==> run_1/registers.png <==
Bar = 100 µm. Other sequential cells in the stronger grey, the rest of the logic in the fainter grey.
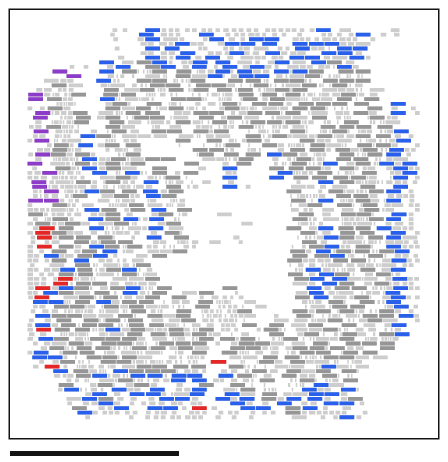
==> run_1/final_congestion.png <==
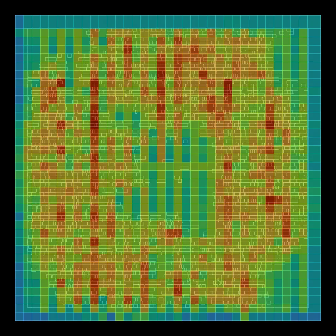
==> run_1/metal_stack.png <==
Bar = 100 µm.
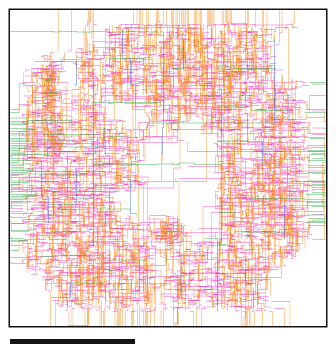
`config.mk`:
```
export PLATFORM = sky130hd
export DESIGN_NAME = display_panel_receiver_flat
export DESIGN_NICKNAME = d
export VERILOG_FILES = /design/src/rtl/display_panel_receiver_if.sv /design/src/rtl/display_panel_receiver.sv /design/src/flat_wrapper.sv
export SDC_FILE = /design/constraint.sdc
export NUM_CORES = 1
export LEC_CHECK = 0
export CAP_MARGIN = 20
export CORE_MARGIN = 10
export CORE_UTILIZATION = 45
export CTS_CLUSTER_DIAMETER = 100
export DETAILED_ROUTE_END_ITERATION = 12
export PLACE_DENSITY = 0.68
export SYNTH_ARGS = -nofsm -noshare
export SYNTH_HDL_FRONTEND = slang
export SYNTH_SLANG_ARGS = --single-unit
```
`constraint.sdc`:
```
create_clock -name clk -period 1.9 [get_ports clk]
set_clock_uncertainty 0.15 [all_clocks]
set_input_delay 0.19 -clock clk [delete_from_list [all_inputs] [get_ports clk]]
set_output_delay 0.19 -clock clk [all_outputs]
set_load 0.02 [all_outputs]
```
`src/rtl/display_panel_receiver_if.sv`:
```
// Record stream from the panel receiver: one beat per oe pulse, valid/ready handshake.
interface display_panel_receiver_if #(
  parameter int RW       = 3,
  parameter int COLUMNS  = 32,
  parameter int DATAW    = 6,
  parameter int ONTIME_W = 16
);
  logic                       out_valid;
  logic                       out_ready;
  logic [RW-1:0]              out_row;
  logic [COLUMNS*DATAW-1:0]   out_data;
  logic [ONTIME_W-1:0]        out_ontime;
  logic                       out_shift_err;

  modport master (
    output out_valid, out_row, out_data, out_ontime, out_shift_err,
    input  out_ready
  );

  modport slave (
    input  out_valid, out_row, out_data, out_ontime, out_shift_err,
    output out_ready
  );
endinterface

```
`src/rtl/display_panel_receiver.sv`:
```
// HUB75-style panel receiver: oversamples oclk/lat/oe/row/data, emits one record per oe pulse.
// DISPLAY_RX_PASSTHROUGH_EN adds aligned q_* outputs for chained-panel emulation.
module display_panel_receiver #(
  parameter  int ROWS        = 8,
  parameter  int COLUMNS     = 32,
  parameter  int DATAW       = 6,
  parameter  int ONTIME_W    = 16,
  parameter  int SYNC_STAGES = 2,
  localparam int RW          = $clog2(ROWS)
) (
  input  logic                 clk,
  input  logic                 rst,
  input  logic                 p_oclk,
  input  logic                 p_lat,
  input  logic                 p_oe,
  input  logic [RW-1:0]        p_row,
  input  logic [DATAW-1:0]     p_data,
  display_panel_receiver_if.master rec,
  output logic                 overflow
`ifdef DISPLAY_RX_PASSTHROUGH_EN
  ,
  output logic                 q_oclk,
  output logic                 q_lat,
  output logic                 q_oe,
  output logic [RW-1:0]        q_row,
  output logic [DATAW-1:0]     q_data
`endif
);

  localparam int SW  = 3 + RW + DATAW;
  localparam int SRW = COLUMNS * DATAW;
  localparam int CW  = $clog2(COLUMNS + 2);
  // Idle pin levels so reset release never looks like an edge.
  localparam logic [SW-1:0] IDLE_VEC = {1'b0, 1'b1, 1'b1, {RW{1'b0}}, {DATAW{1'b0}}};

  typedef enum logic {IDLE, LIT} state_t;

  logic [SW-1:0]       sync_q [SYNC_STAGES];
  logic                s_oclk, s_lat, s_oe;
  logic [RW-1:0]       s_row;
  logic [DATAW-1:0]    s_data;
  logic                h_oclk, h_lat, h_oe;
  logic                oclk_rise, lat_fall, oe_fall, oe_rise;

  logic [SRW-1:0]      sreg, sreg_nx, latch_q, latch_nx;
  logic [CW-1:0]       cnt, cnt_nx;
  logic                lerr_q, lerr_nx;

  state_t              state, state_nx;
  logic                start, finish;
  logic [RW-1:0]       row_q;
  logic [ONTIME_W-1:0] ontime;

  always_ff @(posedge clk or negedge rst) begin
    if (!rst) begin
      for (int unsigned i = 0; i < SYNC_STAGES; i++) sync_q[i] <= IDLE_VEC;
      h_oclk <= 1'b0;
      h_lat  <= 1'b1;
      h_oe   <= 1'b1;
    end else begin
      sync_q[0] <= {p_oclk, p_lat, p_oe, p_row, p_data};
      for (int unsigned i = 1; i < SYNC_STAGES; i++) sync_q[i] <= sync_q[i-1];
      h_oclk <= s_oclk;
      h_lat  <= s_lat;
      h_oe   <= s_oe;
    end
  end

  assign {s_oclk, s_lat, s_oe, s_row, s_data} = sync_q[SYNC_STAGES-1];
  assign oclk_rise = s_oclk & ~h_oclk;
  assign lat_fall  = ~s_lat & h_lat;
  assign oe_fall   = ~s_oe & h_oe;
  assign oe_rise   = s_oe & ~h_oe;

  // A shift in the same cycle as a latch is applied first, so the latch sees it.
  always_comb begin
    sreg_nx  = sreg;
    cnt_nx   = cnt;
    latch_nx = latch_q;
    lerr_nx  = lerr_q;
    if (oclk_rise) begin
      sreg_nx = {s_data, sreg[SRW-1:DATAW]};
      if (cnt != CW'(COLUMNS + 1)) cnt_nx = cnt + CW'(1);
    end
    if (lat_fall) begin
      latch_nx = sreg_nx;
      lerr_nx  = (cnt_nx != CW'(COLUMNS));
    end
  end

  always_ff @(posedge clk or negedge rst) begin
    if (!rst) begin
      sreg    <= '0;
      cnt     <= '0;
      latch_q <= '0;
      lerr_q  <= 1'b0;
    end else begin
      sreg    <= sreg_nx;
      cnt     <= lat_fall ? '0 : cnt_nx;
      latch_q <= latch_nx;
      lerr_q  <= lerr_nx;
    end
  end

  always_ff @(posedge clk or negedge rst) begin
    if (!rst) state <= IDLE;
    else      state <= state_nx;
  end

  always_comb begin
    state_nx = state;
    start    = 1'b0;
    finish   = 1'b0;
    unique case (state)
      IDLE: if (oe_fall) begin
        start    = 1'b1;
        state_nx = LIT;
      end
      LIT: if (oe_rise) begin
        finish   = 1'b1;
        state_nx = IDLE;
      end
      default: state_nx = IDLE;
    endcase
  end

  always_ff @(posedge clk or negedge rst) begin
    if (!rst) begin
      row_q  <= '0;
      ontime <= '0;
    end else if (start) begin
      row_q  <= s_row;
      ontime <= ONTIME_W'(1);
    end else if (state == LIT && !s_oe && ontime != '1) begin
      ontime <= ontime + ONTIME_W'(1);
    end
  end

  // Single output slot: a record arriving while the slot is stuck is dropped.
  always_ff @(posedge clk or negedge rst) begin
    if (!rst) begin
      rec.out_valid     <= 1'b0;
      rec.out_row       <= '0;
      rec.out_data      <= '0;
      rec.out_ontime    <= '0;
      rec.out_shift_err <= 1'b0;
      overflow          <= 1'b0;
    end else if (finish) begin
      if (!rec.out_valid || rec.out_ready) begin
        rec.out_valid     <= 1'b1;
        rec.out_row       <= row_q;
        rec.out_data      <= latch_nx;
        rec.out_ontime    <= ontime;
        rec.out_shift_err <= lerr_nx;
      end else begin
        overflow <= 1'b1;
      end
    end else if (rec.out_ready) begin
      rec.out_valid <= 1'b0;
    end
  end

`ifdef DISPLAY_RX_PASSTHROUGH_EN
  logic [RW-1:0]    h_row;
  logic [DATAW-1:0] q_data_q;

  always_ff @(posedge clk or negedge rst) begin
    if (!rst) begin
      h_row    <= '0;
      q_data_q <= '0;
    end else begin
      h_row <= s_row;
      if (oclk_rise) q_data_q <= sreg[DATAW-1:0];
    end
  end

  assign q_oclk = h_oclk;
  assign q_lat  = h_lat;
  assign q_oe   = h_oe;
  assign q_row  = h_row;
  assign q_data = q_data_q;
`endif

endmodule
```
`src/flat_wrapper.sv`:
```
// flat-port wrapper written by rule: the top's interface ports become plain ports
module display_panel_receiver_flat 
#(
  parameter  int ROWS        = 8,
  parameter  int COLUMNS     = 32,
  parameter  int DATAW       = 6,
  parameter  int ONTIME_W    = 16,
  parameter  int SYNC_STAGES = 2,
  localparam int RW          = $clog2(ROWS)
)
  (clk, rst, p_oclk, p_lat, p_oe, p_row, p_data, overflow, rec_out_valid, rec_out_row, rec_out_data, rec_out_ontime, rec_out_shift_err, rec_out_ready);
  display_panel_receiver_if #(.COLUMNS(COLUMNS), .DATAW(DATAW), .ONTIME_W(ONTIME_W)) rec_i ();
  input  logic clk;
  input  logic rst;
  input  logic p_oclk;
  input  logic p_lat;
  input  logic p_oe;
  input  logic [RW-1:0] p_row;
  input  logic [DATAW-1:0] p_data;
  output logic overflow;
  output wire logic [$bits(rec_i.out_valid)-1:0] rec_out_valid;
  output wire logic [$bits(rec_i.out_row)-1:0] rec_out_row;
  output wire logic [$bits(rec_i.out_data)-1:0] rec_out_data;
  output wire logic [$bits(rec_i.out_ontime)-1:0] rec_out_ontime;
  output wire logic [$bits(rec_i.out_shift_err)-1:0] rec_out_shift_err;
  input wire logic [$bits(rec_i.out_ready)-1:0] rec_out_ready;
  assign rec_out_valid = rec_i.out_valid;
  assign rec_out_row = rec_i.out_row;
  assign rec_out_data = rec_i.out_data;
  assign rec_out_ontime = rec_i.out_ontime;
  assign rec_out_shift_err = rec_i.out_shift_err;
  assign rec_i.out_ready = rec_out_ready;
  display_panel_receiver #(.ROWS(ROWS), .COLUMNS(COLUMNS), .DATAW(DATAW), .ONTIME_W(ONTIME_W), .SYNC_STAGES(SYNC_STAGES)) u_core (.clk(clk), .rst(rst), .p_oclk(p_oclk), .p_lat(p_lat), .p_oe(p_oe), .p_row(p_row), .p_data(p_data), .rec(rec_i), .overflow(overflow));
endmodule
```
==> metrics.csv, run 1 <==
stage,metric,value,unit
power_and_ir_drop,Switching Power,10.85,mW
sta,Slew headroom,73.60,%
drt,DRT Wirelength,53.29,mm
floorplanning,Initial Util,45.31,%
sta,# setup viols final,21,
finish,proportion of layout cells with a drive suffix above 1,27.35,%
drt,Avg Vias per Cell,4.877,
synth,Adders+Majority by Area,0.1543,%
synth,yosys xor share,0.5039,%
synth,Max-area cell share,66.43,%
global_route,initial antenna violation count,0,
synth,"Chip Area, Yosys",24330,µm²
synth,Top logic family,multiplexers,
synth,simple-gate portion of the synthesized area,5.039,%
synth,distinct lib cells,42,
sta,RSZ-0062 raised after global routing,true,
sta,final tally of max-slew violations,0,
cts,Late-Pin Clk Latency,0.59,ns
critical_path,crit path cell chain,nand2b_4 -> buf_12 -> clkbuf_16 -> mux2i_2 -> o21ai_1 -> mux2_2,
placement,Buffers on Ports,228,
drt,Routed Antenna Nets,0,
power_and_ir_drop,maximum vdd drop,0.8896,mV
critical_path,Worst Setup SP,u_core.s_oclk,
sta,Slew @ Worst Pin,0.3943,ns
synth,warnings from Yosys,0,
synth,Synth Register Bits,652,
floorplanning,row count,85,
synth,syn_area_per_cell,13.11,µm²
synth,syn nets,1874,
finish,Final nets,2251,
run,max cap viols,0,
synth,register area share after synthesis,67.08,%
sta,final hold vios,0,
drt,Residual DRC,0,
global_route,vias in the first global route,15679,
synth,cells after synthesis,1856,
critical_path,Top delay family on crit path,multiplexers,
global_route,first-pass GRT wire length,84.37,mm
critical_path,critical path endpoint category,register,
cts,clk sinks,652,
critical_path,Critical Path RT,2.22,ns
critical_path,r2r worst-path depth,6,
synth,Synth area leaders,"dfrtp_1 (66%), mux2_2 (9.3%), mux2i_1 (7.9%)",
drt,initial DRC count,718,
synth,ys flop type,dfrtp_1,
synth,synthesized area,24330,µm²
power_and_ir_drop,Power Dens Cells,1189,nW/µm²
critical_path,Critical Path Source Type,register,
power_and_ir_drop,top power group,sequential cells,
critical_path,R2R Path Start,u_core.s_oclk,
cts,Worst-path clk slew,0.06,ns
floorplanning,IO Pins,229,
critical_path,slowest CP cell,dfrtp_1,
global_route,Total GRT Usage,16.42,%
global_route,largest net degree at the start of global routing,74,
critical_path,worst reg-to-reg setup slack,-0.04,ns
power_and_ir_drop,Tot Pwr,37.82,mW
synth,Mux cell area share,17.89,%
critical_path,WP buf/inv,2,
sta,Final WS setup,-0.04066,ns
global_route,GRT overflow,0,
placement,placed wire-length estimate,36.44,mm
synth,"area leader, netlist",dfrtp_1,
sta,min Tclk post-route,1.941,ns
synth,number of synthesized flops with an enable pin,0,
cts,TritonCTS buffer count,68,
finish,area grow syn2layout,30.74,%
power_and_ir_drop,clock group power,12.6,mW
run_status,status,finished with violations,
floorplanning,CORE AREA,53710,µm²
synth,aoi share,4.407,%
drt,DRT Pass-1 Iters,5,
critical_path,CP max stage delay,0.41,ns
power_and_ir_drop,internal power,26.97,mW
critical_path,Crit. path cell count,6,
placement,routability cong.,0.8142,
cts,clock root cell,clkbuf_16,
floorplanning,Die Span Y,252.5,µm
synth,ys cells,1856,
power_and_ir_drop,seq pwr,18.1,mW
power_and_ir_drop,P_leak,17.19,nW
hold_path,Hold Path Class,in2async,
cts,Post-CTS Setup Inserts,0,
sta,Setup TNS,-0.1854,ns
power_and_ir_drop,switching share of power,28.68,%
run,Log Warnings,30,
critical_path,crit path to,u_core.rec.out_data[89],
synth,async set-reset flop share out of synthesis,100.0,%
power_and_ir_drop,combinational share of power,18.8,%
power_and_ir_drop,combinational cell power,7.11,mW
floorplanning,Die W,252.5,µm
sta,fin crit share,102.1,%
power_and_ir_drop,Seq pwr share,47.9,%
critical_path,WS Path Type,reg2reg,
drt,routed via count,14538,
run_status,failing checks,setup timing,
cts,Resize count post-CTS,278,
drt,WL/cell,17.88,µm
cts,clk buf depth,3,
power_and_ir_drop,clock share of power,33.3,%
finish,Antenna Cells,0,
critical_path,CP arrival,2.26,ns
cts,htree depth,3,
floorplanning,full die area,63780,µm²
critical_path,Crit Path Max Fanout,12,
sta,fmax,0.5153,GHz
cts,CTS tree,yes,
critical_path,Reg-to-Reg End,u_core.rec.out_data[89],
cts,cts hold-fix bufs,14,
Notes on registers.png above:
- `u_core.rec.out_ontime`: purple (placed flops 16)
- `u_core.rec.out_data`: blue (placed flops 192; where widely spread)
- `u_core.sync_q`: red (placed flops 12)
- not coloured: 432

Notes on final_congestion.png above:
Final Util: 59.23%
met2 GRT Util: 28.16%
GRT busiest layer: met2
routing usage on met1: 20.05%

Notes on metal_stack.png above:
- met4: blue (wire length 894 µm)
- met3: green (wire length 3120 µm)
- met1: magenta (wire length 22.1 mm)
- met2: orange (wire length 27.2 mm)

==> run 1: registers in the layout (all words and copies together), names as in the netlist, 6 cells and up <==
| signal | count |
|---|---|
| u_core.rec.out_data | 192 |
| u_core.ontime | 16 |
| u_core.cnt | 6 |
| u_core.latch_q | 192 |
| u_core.sync_q | 12 |
| u_core.sreg | 192 |
| u_core.rec.out_ontime | 16 |
| u_core.s_data | 6 |
==> run 1: area by class of cell <==
type	count	area, µm²
clock buffer	106	2027
clock inverter	16	113.9
fill	4147	21890
inverter	195	732.0
multi-input combinational	915	7714
sequential	652	16320
tap	696	870.8
timing repair buffer	401	4033
==> run 1: metal layers <==
metal / track usage [%] / up-vias / part of all wire, %
met2: 28.16 / 251 / 51
li1: - / 6884 / -
met3: 4.441 / 68 / 5.9
met1: 20.05 / 7335 / 42
met4: 4.553 / 0 / 1.7
met5: 0 / - / 0
==> run 1: cells by family after synthesis <==
family,after synthesis
AOI/OAI and AO/OA,209
xor gates and xnor gates,14
adders and majority gates,3
buffers and inverters,289
DFF,652
muxes,408
and+or+nand+nor,281
==> run 1: worst min path at each step <==
| stage | endpoint | cells past startpoint |
|---|---|---|
| 2_1_floorplan | u_core.cnt[0] | 0 |
| 3_3_place_gp | u_core.rec.out_data[74] | 1 |
| 3_5_place_dp | u_core.rec.out_data[75] | 1 |
| 4_1_cts | u_core.rec.out_data[102] | 3 |
| 5_1_grt | u_core.sreg[94] | 3 |
| 6_report | u_core.sreg[89] | 3 |
==> run 1: cells in the final DEF (no fill, tap or decap), drive strengths merged, types with 4 or more instances in the layout <==
cell,Yosys,routed
and3,4,4
nor2,28,28
xnor2,13,13
clkbuf,37,113
nand2,202,202
buf,57,153
nand2b,5,5
clkinv,0,11
dfstp,6,6
nor2b,5,5
a21oi,5,5
dfrtp,646,646
mux2,215,215
inv,195,200
nor3,9,9
o21ai,197,197
nand3,6,6
dlygate4sd3,0,14
mux2i,193,193
dlygate4sd2,0,213
nand4,7,7
clkdlybuf4s50,0,14
==> run 1: worst reg2reg max path, delay by kind of cell, from the launching register on <==
family,cells,cell delay [ns]
multiplexers,2,0.54
flip-flops,1,0.41
buffers and inverters,2,0.40
AND/OR/NAND/NOR,1,0.18
AND-OR/OR-AND,1,0.13
==> run 1: metrics by stage <==
stage	hold slack, ns	std cells	setup WS [ns]	cell area [µm²]
final	0.1374	2981	-0.04066	31810
after global routing	0.1534	2981	-0.1209	31810
after CTS	0.1248	2964	-0.08787	30710
after detailed placement	-0.06319	2828	-0.1293	28560
after global placement	-0.06618	2828	-0.06304	28560
after floorplan	-0.2556	1856	-0.03339	24350
==> run 1: synth_stat cells (2+ instances only) <==
cell	instances
dfrtp_1	646
mux2_2	202
nand2_1	202
o21ai_0	197
inv_1	195
mux2i_1	193
buf_2	42
clkbuf_1	36
nor2_1	28
buf_4	14
mux2_1	13
xnor2_1	13
nor3_1	9
dfstp_2	6
nand3_1	6
a21oi_1	5
nand2b_1	5
nand4_1	5
nor2b_1	5
and3_1	4
and4_1	3
ha_1	3
nand3b_1	2
nand4_2	2
nor4_1	2
or3_1	2
==> run_1/cell_classes.png <==
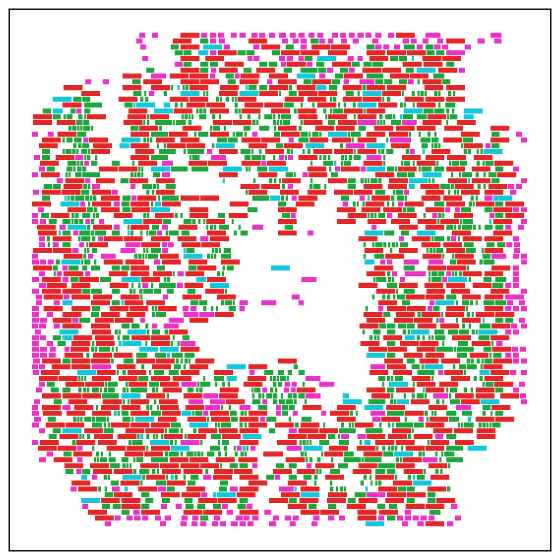

==> run 2: changes to the inputs <==
Settings changed: SETUP_SLACK_MARGIN from default to 0.1.
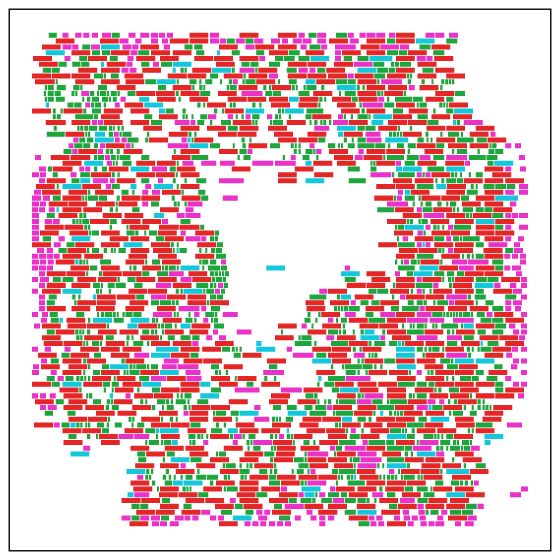
(run_2/cell_classes.png)
- clock drivers and dummy loads: cyan (cells 125)
- other buffers and delay cells: magenta (cells 428)
- flip-flops: red (cells 652)
- all other logic: green (cells 1110)
CORE AREA: 53710 µm²
Final Util: 62.48%

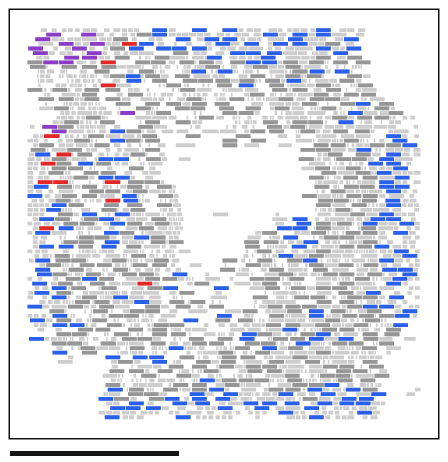
(run_2/registers.png)
Bar = 100 µm. Other sequential cells in the stronger grey, the rest of the logic in the fainter grey.
- `u_core.rec.out_data`: blue (placed flops 192; where widely spread)
- `u_core.rec.out_ontime`: purple (placed flops 16; where top left)
- `u_core.sync_q`: red (placed flops 12)
Reg area: 16330 µm²
register share of the cell area: 48.66%
seq pwr: 18.3 mW

==> metrics.csv, run 2 <==
stage,metric,value,unit
run_status,status,finished with violations,
run_status,failing checks,setup timing,
critical_path,WS Path Type,reg2reg,
finish,Top Layout Cells,"dfrtp_1 (643), inv_1 (195), nand2_1 (194)",
drt,DRT Pass-1 Iters,5,
global_route,initial antenna violation count,0,
drt,initial DRC count,922,
placement,routability cong.,0.7870,
synth,"count leader, synth",dfrtp_1,
drt,routed via count,15178,
synth,number of synthesized flops with an enable pin,0,
floorplanning,IO Pins,229,
drt,DRT Wirelength,60.48,mm
sta,min Tclk post-route,1.991,ns
sta,final tally of max-slew violations,0,
critical_path,critical path endpoint category,register,
sta,RSZ-0062 raised after global routing,true,
global_route,met2 GRT Util,29.26,%
cts,TritonCTS buffer count,68,
drt,Residual DRC,0,
cts,CTS tree,yes,
critical_path,worst reg-to-reg setup slack,-0.09,ns
power_and_ir_drop,Power Dens Cells,1180,nW/µm²
synth,Adders+Majority by Area,0.1543,%
global_route,Total GRT Usage,18.13,%
critical_path,crit path cell chain,nand2b_4 -> buf_12 -> buf_16 -> buf_4 -> mux2i_4 -> o21ai_2 -> mux2_2,
drt,Routed Antenna Nets,0,
critical_path,CP max stage delay,0.41,ns
sta,fmax,0.5024,GHz
cts,htree depth,3,
synth,Top logic family,multiplexers,
finish,Final nets,2278,
critical_path,Critical Path RT,2.24,ns
placement,Buffers on Ports,228,
synth,aoi share,4.407,%
sta,Setup TNS,-3.166,ns
global_route,routing usage on met1,24.03,%
critical_path,Reg-to-Reg End,u_core.rec.out_data[57],
synth,syn nets,1874,
power_and_ir_drop,maximum vdd drop,0.8804,mV
synth,cells after synthesis,1856,
floorplanning,Die Span Y,252.5,µm
hold_path,Hold Path Class,in2reg,
critical_path,R2R Path Start,u_core.s_oclk,
drt,WL/cell,20.09,µm
finish,Filler Cells Inserted,3851,
finish,proportion of layout cells with a drive suffix above 1,30.54,%
synth,most instantiated cells after synthesis,"dfrtp_1 (646), mux2_2 (202), nand2_1 (202), o21ai_0 (197), inv_1 (195)",
global_route,GRT overflow,0,
synth,Mux cell area share,17.89,%
hold_path,WHS Path Cells,3,
cts,Late-Pin Clk Latency,0.61,ns
critical_path,Crit Path Max Fanout,11,
sta,Slew headroom,43.05,%
synth,Synth Register Bits,652,
floorplanning,Die W,252.5,µm
finish,area grow syn2layout,37.90,%
finish,Comb area,8163,µm²
critical_path,slowest CP cell,dfrtp_1,
synth,ys flop type,dfrtp_1,
synth,register area share after synthesis,67.08,%
sta,fin crit share,104.8,%
floorplanning,full die area,63780,µm²
cts,clk buf depth,3,
synth,Max-area cell share,66.43,%
sta,Slew @ Worst Pin,0.8543,ns
synth,"Chip Area, Yosys",24330,µm²
critical_path,Critical Path Source Type,register,
critical_path,CP arrival,2.33,ns
synth,ys cells,1856,
synth,"area leader, netlist",dfrtp_1,
floorplanning,row count,85,
sta,# setup viols final,100,
synth,Synth area leaders,"dfrtp_1 (66%), mux2_2 (9.3%), mux2i_1 (7.9%)",
drt,Avg Vias per Cell,5.041,
synth,synthesized area,24330,µm²
cts,Worst-path clk slew,0.06,ns
synth,yosys xor share,0.5039,%
power_and_ir_drop,P_leak,18.70,nW
sta,Final WS setup,-0.09051,ns
cts,clk sinks,652,
placement,dpl ws,-0.1837,ns
power_and_ir_drop,Tot Pwr,39.60,mW
synth,async set-reset flop share out of synthesis,100.0,%
synth,warnings from Yosys,0,
run,max cap viols,0,
placement,placed wire-length estimate,35.95,mm
synth,distinct lib cells,42,
run,Log Warnings,30,
global_route,vias in the first global route,16293,
global_route,first-pass GRT wire length,91.47,mm
floorplanning,Initial Util,45.31,%
global_route,GRT busiest layer,met2,
synth,syn_area_per_cell,13.11,µm²
finish,Largest regs,"u_core.latch_q: 192 flops, u_core.rec.out_data: 192 flops, u_core.sreg: 192 flops",
global_route,global routing usage on met3,4.380,%
==> run 2: cell counts after synthesis <==
Identical to the previous run, type by type.
==> run 2: report_power, final <==
| part | switching, mW | internal (mW) | total, mW |
|---|---|---|---|
| Combinational | 4.13 | 3.52 | 7.65 |
| Clock | 5.52 | 8.14 | 13.7 |
| Sequential | 1.83 | 16.5 | 18.3 |
==> run 2: worst max path at each step <==
stage,startpoint,to,slack [ns]
6_report,u_core.s_oclk,u_core.rec.out_data[57],-0.09
3_5_place_dp,rec_out_ready,u_core.rec.out_data[116],-0.18
5_1_grt,u_core.h_oclk,u_core.rec.out_data[57],-0.16
2_1_floorplan,u_core.ontime[1],u_core.ontime[0],0.04
3_3_place_gp,rec_out_ready,u_core.rec.out_data[48],-0.16
4_1_cts,u_core.h_oe,u_core.rec.out_data[85],-0.09
==> run 2: stage by stage <==
stage / hold WS [ns] / cells / util [%] / instance area (µm²)
final: 0.1878 / 3011 / 62.48 / 33550
after global routing: 0.2037 / 3011 / 62.48 / 33550
after CTS: 0.1586 / 2986 / 59.51 / 31960
after detailed placement: -0.02476 / 2796 / 52.77 / 28340
after global placement: -0.03323 / 2796 / 52.77 / 28340
after floorplan: -0.2556 / 1856 / - / 24570
==> run 2: logic make-up (layout without fill, tap and decap cells) <==
logic type	Yosys count	after routing
multiplexers	408	408
buffers and inverters	289	748
flip-flops	652	652
AND-OR/OR-AND	209	209
AND/OR/NAND/NOR	281	281
XOR/XNOR	14	14
adder cells (fa/ha/maj)	3	3
==> run 2: critical path, delay by kind of cell, from the launching register on <==
family,cells,cell delay (ns)
AND-OR/OR-AND,1,0.10
AND/OR/NAND/NOR,1,0.15
multiplexers,2,0.49
buffers and inverters,3,0.54
flip-flops,1,0.41
==> run 2: area by class of cell <==
cell class / instances / area share, %
Inverter: 195 / 2.181
Tap cell: 696 / 2.595
Sequential cell: 652 / 48.66
Clock buffer: 93 / 5.985
Timing Repair Buffer: 428 / 15.26
Clock inverter: 32 / 0.9919
Multi-Input combinational cell: 915 / 24.33
==> run 2: repair_timing <==
item                       in CTS  in global routing
pin swaps                       3                  6
hold buffers                   14                  0
setup endpoints to repair     436                308
resized                       323                364
hold endpoints to repair      660                  0
cloned                         20                 17
setup buffers                  31                 16
==> run 2: layer usage <==
layer / vias to the layer above / share of wire [%]
met5: - / 0
met1: 7834 / 45
met2: 289 / 48
li1: 6981 / -
met3: 74 / 5.0
met4: 0 / 1.6
No activity file was given, so power comes from the tool's default toggle rates.
